===== src/rtl/dcpu_mem_arbiter.sv =====
`timescale 1ns/1ps
// Three-way arbiter (data, fetch, debug) in front of one synchronous-read memory.
// One grant per cycle, registered issue, read data returned two cycles after the grant.
module dcpu_mem_arbiter #(
    parameter int AW         = 8,
    parameter int DW         = 16,
    parameter int STARVE_MAX = 4
) (
    input  logic          CLK,
    input  logic          RST,
    input  logic          CpuIdle,
    input  logic          DReq,
    input  logic          DWe,
    input  logic [AW-1:0] DAddr,
    input  logic [DW-1:0] DWData,
    output logic          DGnt,
    output logic          DRValid,
    output logic [DW-1:0] DRData,
    input  logic          IReq,
    input  logic [AW-1:0] IAddr,
    output logic          IGnt,
    output logic          IRValid,
    output logic [DW-1:0] IRData,
    input  logic          GReq,
    input  logic          GWe,
    input  logic [AW-1:0] GAddr,
    input  logic [DW-1:0] GWData,
    output logic          GGnt,
    output logic          GRValid,
    output logic [DW-1:0] GRData,
    output logic [AW-1:0] MemAddr,
    output logic          MemWE,
    output logic [DW-1:0] MemDOut,
    input  logic [DW-1:0] MemDIn,
    output logic          Busy
);
    typedef enum logic [1:0] {OWN_D = 2'd0, OWN_I = 2'd1, OWN_G = 2'd2} owner_e;
    typedef enum logic {PREF_I = 1'b0, PREF_G = 1'b1} pref_e;

    localparam logic [3:0] STARVE_LIM = 4'(STARVE_MAX);

    logic [3:0]    starve_q, starve_d;
    pref_e         rr_q, rr_d;
    logic [AW-1:0] mem_addr_q, mem_addr_d;
    logic          mem_we_q, mem_we_d;
    logic [DW-1:0] mem_dout_q, mem_dout_d;
    logic          tag1_vld_q, tag1_vld_d;
    owner_e        tag1_own_q, tag1_own_d;
    logic          tag2_vld_q;
    owner_e        tag2_own_q;
    logic          gnt_d, gnt_i, gnt_g, g_elig;

    always_comb begin
        gnt_d      = 1'b0;
        gnt_i      = 1'b0;
        gnt_g      = 1'b0;
        rr_d       = rr_q;
        g_elig     = GReq & CpuIdle;
        mem_addr_d = mem_addr_q;
        mem_dout_d = mem_dout_q;
        mem_we_d   = 1'b0;
        tag1_vld_d = 1'b0;
        tag1_own_d = OWN_D;
        starve_d   = 4'd0;

        // Forced fetch overrides everything; the RR pointer only moves on round-robin grants.
        if (IReq && (starve_q == STARVE_LIM)) begin
            gnt_i = 1'b1;
        end else if (DReq) begin
            gnt_d = 1'b1;
        end else if (rr_q == PREF_I) begin
            if (IReq) begin
                gnt_i = 1'b1;
                rr_d  = PREF_G;
            end else if (g_elig) begin
                gnt_g = 1'b1;
            end
        end else begin
            if (g_elig) begin
                gnt_g = 1'b1;
                rr_d  = PREF_I;
            end else if (IReq) begin
                gnt_i = 1'b1;
            end
        end

        if (gnt_d) begin
            mem_addr_d = DAddr;
            mem_we_d   = DWe;
            mem_dout_d = DWData;
            tag1_vld_d = ~DWe;
            tag1_own_d = OWN_D;
        end else if (gnt_i) begin
            mem_addr_d = IAddr;
            tag1_vld_d = 1'b1;
            tag1_own_d = OWN_I;
        end else if (gnt_g) begin
            mem_addr_d = GAddr;
            mem_we_d   = GWe;
            mem_dout_d = GWData;
            tag1_vld_d = ~GWe;
            tag1_own_d = OWN_G;
        end

        if (IReq && !gnt_i) begin
            starve_d = (starve_q == STARVE_LIM) ? starve_q : starve_q + 4'd1;
        end
    end

    always_ff @(posedge CLK or negedge RST) begin
        if (!RST) begin
            starve_q   <= 4'd0;
            rr_q       <= PREF_I;
            mem_addr_q <= '0;
            mem_we_q   <= 1'b0;
            mem_dout_q <= '0;
            tag1_vld_q <= 1'b0;
            tag1_own_q <= OWN_D;
            tag2_vld_q <= 1'b0;
            tag2_own_q <= OWN_D;
        end else begin
            starve_q   <= starve_d;
            rr_q       <= rr_d;
            mem_addr_q <= mem_addr_d;
            mem_we_q   <= mem_we_d;
            mem_dout_q <= mem_dout_d;
            tag1_vld_q <= tag1_vld_d;
            tag1_own_q <= tag1_own_d;
            tag2_vld_q <= tag1_vld_q;
            tag2_own_q <= tag1_own_q;
        end
    end

    // Grants are masked while reset is held so requests during reset are dropped.
    assign DGnt    = gnt_d & RST;
    assign IGnt    = gnt_i & RST;
    assign GGnt    = gnt_g & RST;
    assign MemAddr = mem_addr_q;
    assign MemWE   = mem_we_q;
    assign MemDOut = mem_dout_q;
    assign DRValid = tag2_vld_q && (tag2_own_q == OWN_D);
    assign IRValid = tag2_vld_q && (tag2_own_q == OWN_I);
    assign GRValid = tag2_vld_q && (tag2_own_q == OWN_G);
    assign DRData  = MemDIn;
    assign IRData  = MemDIn;
    assign GRData  = MemDIn;
    assign Busy    = tag1_vld_q | tag2_vld_q;
endmodule

===== config.mk =====
export PLATFORM = sky130hd
export DESIGN_NAME = dcpu_mem_arbiter
export DESIGN_NICKNAME = d
export VERILOG_FILES = /design/src/rtl/dcpu_mem_arbiter.sv
export SDC_FILE = /design/constraint.sdc
export NUM_CORES = 1
export LEC_CHECK = 0
export CORE_MARGIN = 4
export CORE_UTILIZATION = 25
export DETAILED_ROUTE_END_ITERATION = 10
export PLACE_DENSITY = 0.65
export SLEW_MARGIN = 20
export SYNTH_ARGS = -nofsm -noshare
export SYNTH_HDL_FRONTEND = slang
export SYNTH_SLANG_ARGS = --single-unit
export TNS_END_PERCENT = 20

===== constraint.sdc =====
create_clock -name CLK -period 1.42 [get_ports CLK]
set_input_delay 0.284 -clock CLK [delete_from_list [all_inputs] [get_ports CLK]]
set_output_delay 0.284 -clock CLK [all_outputs]
set_load 0.02 [all_outputs]

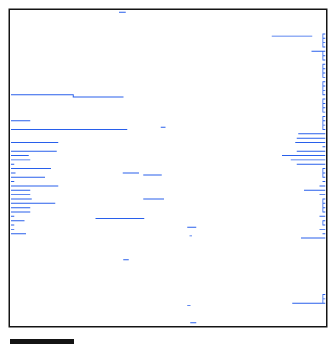
**Above:** metal 3.
Bar = 20 um.
main direction: horizontal
share of all routed wire: 6.8%
nets with wire on the layer: 49
wire length on this layer: 418 um
longest straight run: 36.1 um
met3 Track Usage GR: 0.03680
final WL: 6148 um
vias: 1793

==> CHANGELOG.md <==
## Flow update

- CTS Sinks: 36
- Psw: 888.6 uW
- RD Place Congestion: 0.7808
- R2r startpoint: starve_q[0]
- Synth async-reset ratio: 1.000
- Largest net degree at the start of global routing: 23
- # Cells Yosys: 210
- Cell area after synthesis: 2068 um2
- Top non-seq family: buffers and inverters
- Syn-to-layout area delta: 59.47%
- Final min period: 1.740 ns
- Inverters excl. clock: 4
- Final setup margin: -0.3200 ns
- P_clk: 719 uW
- Fa+ha+maj area frac: 0.01210
- Design area: 3298 um2
- Antenna-violating nets left: 0
- Peak VDD IR: 0.0003575 V
- Switch share: 0.3088
- Failing checks: setup timing
- Sequential power share: 0.421
- Multiplexer area fraction after synthesis: 0.03872
- Post-CTS setup buffer count: 1
- Pwr top: registers
- MI comb cells: 110
- Die height: 98.96 um
- Comb area share: 0.2834
- Slew HR: 0.8054
- WHS: 0.01701 ns
- CTS tree: yes
- Yosys xor share: 0.008469
- Final setup fails: 27
- Synthesized instance count: 210
- Status: finished with violations
- Worst-path clk slew: 0.08 ns
- I/O pins: 160
- Number of remaining DRC errors: 0
- Total CTS buffers: 5
- Hold Vio Cnt, Final: 0
- Fill count: 742
- Flip-flops with a built-in enable: 0
- Clock skew: 0.004753 ns
- Worst Setup End Kind: primary output
- Total GRT Usage: 0.1209
- DPL Wire Length: 4546 um
- Yosys synthesis chip area: 2068 um2
- Crit Path Class: register to primary output
- Layout cells sized above 1: 0.3216
- Most instantiated cells after synthesis: 49 x buf_4, 36 x dfrtp_1, 32 x o22ai_1
- Post-Syn Area per Cell: 9.849 um2
- Vias in the first global route: 1929
- Warnings from Yosys: 0
- Non-clk bufs: 125
- Worst slew pin tran: 0.2919 ns
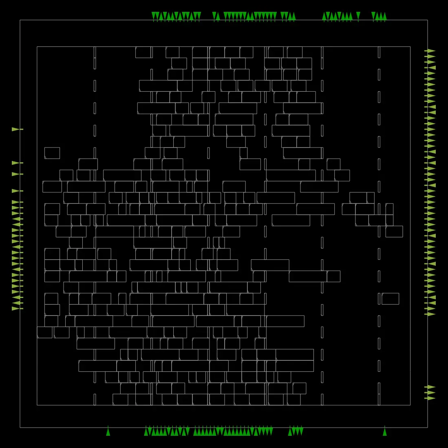
**Above:** placement view.
row cnt: 32
sequential share of cell area: 0.2731
Post-Layout Cell Count: 385

-- placed cells by master (no fill, tap or decap), drive strengths merged --
cell type      count
a21bo              1
a21boi             1
a21oi             16
a22oi              8
a31oi              1
and2               4
and3               2
and3b              2
buf               36
bufbuf             1
clkbuf             5
clkdlybuf4s50     59
clkinv             3
dfrtp             36
dlygate4sd2       25
dlygate4sd3        1
dlymetal6s2s       3
ha                 2
inv                4
mux2i              8
nand2              4
nand2b             1
nand3              5
nand4b             1
nor2               6
nor2b              1
nor3               1
nor3b              1
o2111ai            1
o21ai              8
o22ai             32
or2                2
xnor2              1
xor2               1
-- stage by stage --
step | utilization | TNS (ns)
3_5_place_dp | 0.3699 | -18.88
5_1_grt | 0.4181 | -7.431
3_3_place_gp | 0.3699 | -17.69
6_report | 0.4181 | -4.992
2_1_floorplan | - | -0.6851
4_1_cts | 0.3967 | -6.057
-- logic make-up after synthesis --
kind of cell,count (synthesis)
compound gates,68
xor+xnor,2
fa+ha+maj,2
buf+inv,64
flops,36
mux,8
simple gates,30
-- state kept, by name (all words and copies together) (netlist names) --
signal and count:
MemDOut 16, MemAddr 8, starve_q 4, tag1_own_q 2, tag2_own_q 2, MemWE 1
rr_q 1, tag1_vld_q 1, tag2_vld_q 1
-- worst max-delay path, cell delays in order (launching register included) --
cell,delay [ns]
dfrtp_1,0.39
inv_2,0.07
ha_4,0.14
nand4b_4,0.10
a21bo_1,0.21
and2_4,0.15
buf_6,0.11
-- layer usage --
metal | global-route usage | wire length [um] | vias to the layer above | share of wire
met5 | 0 | 0 | - | 0
met4 | 0.04832 | 140 | 0 | 0.023
met3 | 0.03680 | 418 | 20 | 0.068
met2 | 0.2025 | 3055 | 49 | 0.50
met1 | 0.1442 | 2534 | 871 | 0.41
li1 | - | - | 853 | -
No activity file was given, so power comes from the tool's default toggle rates.
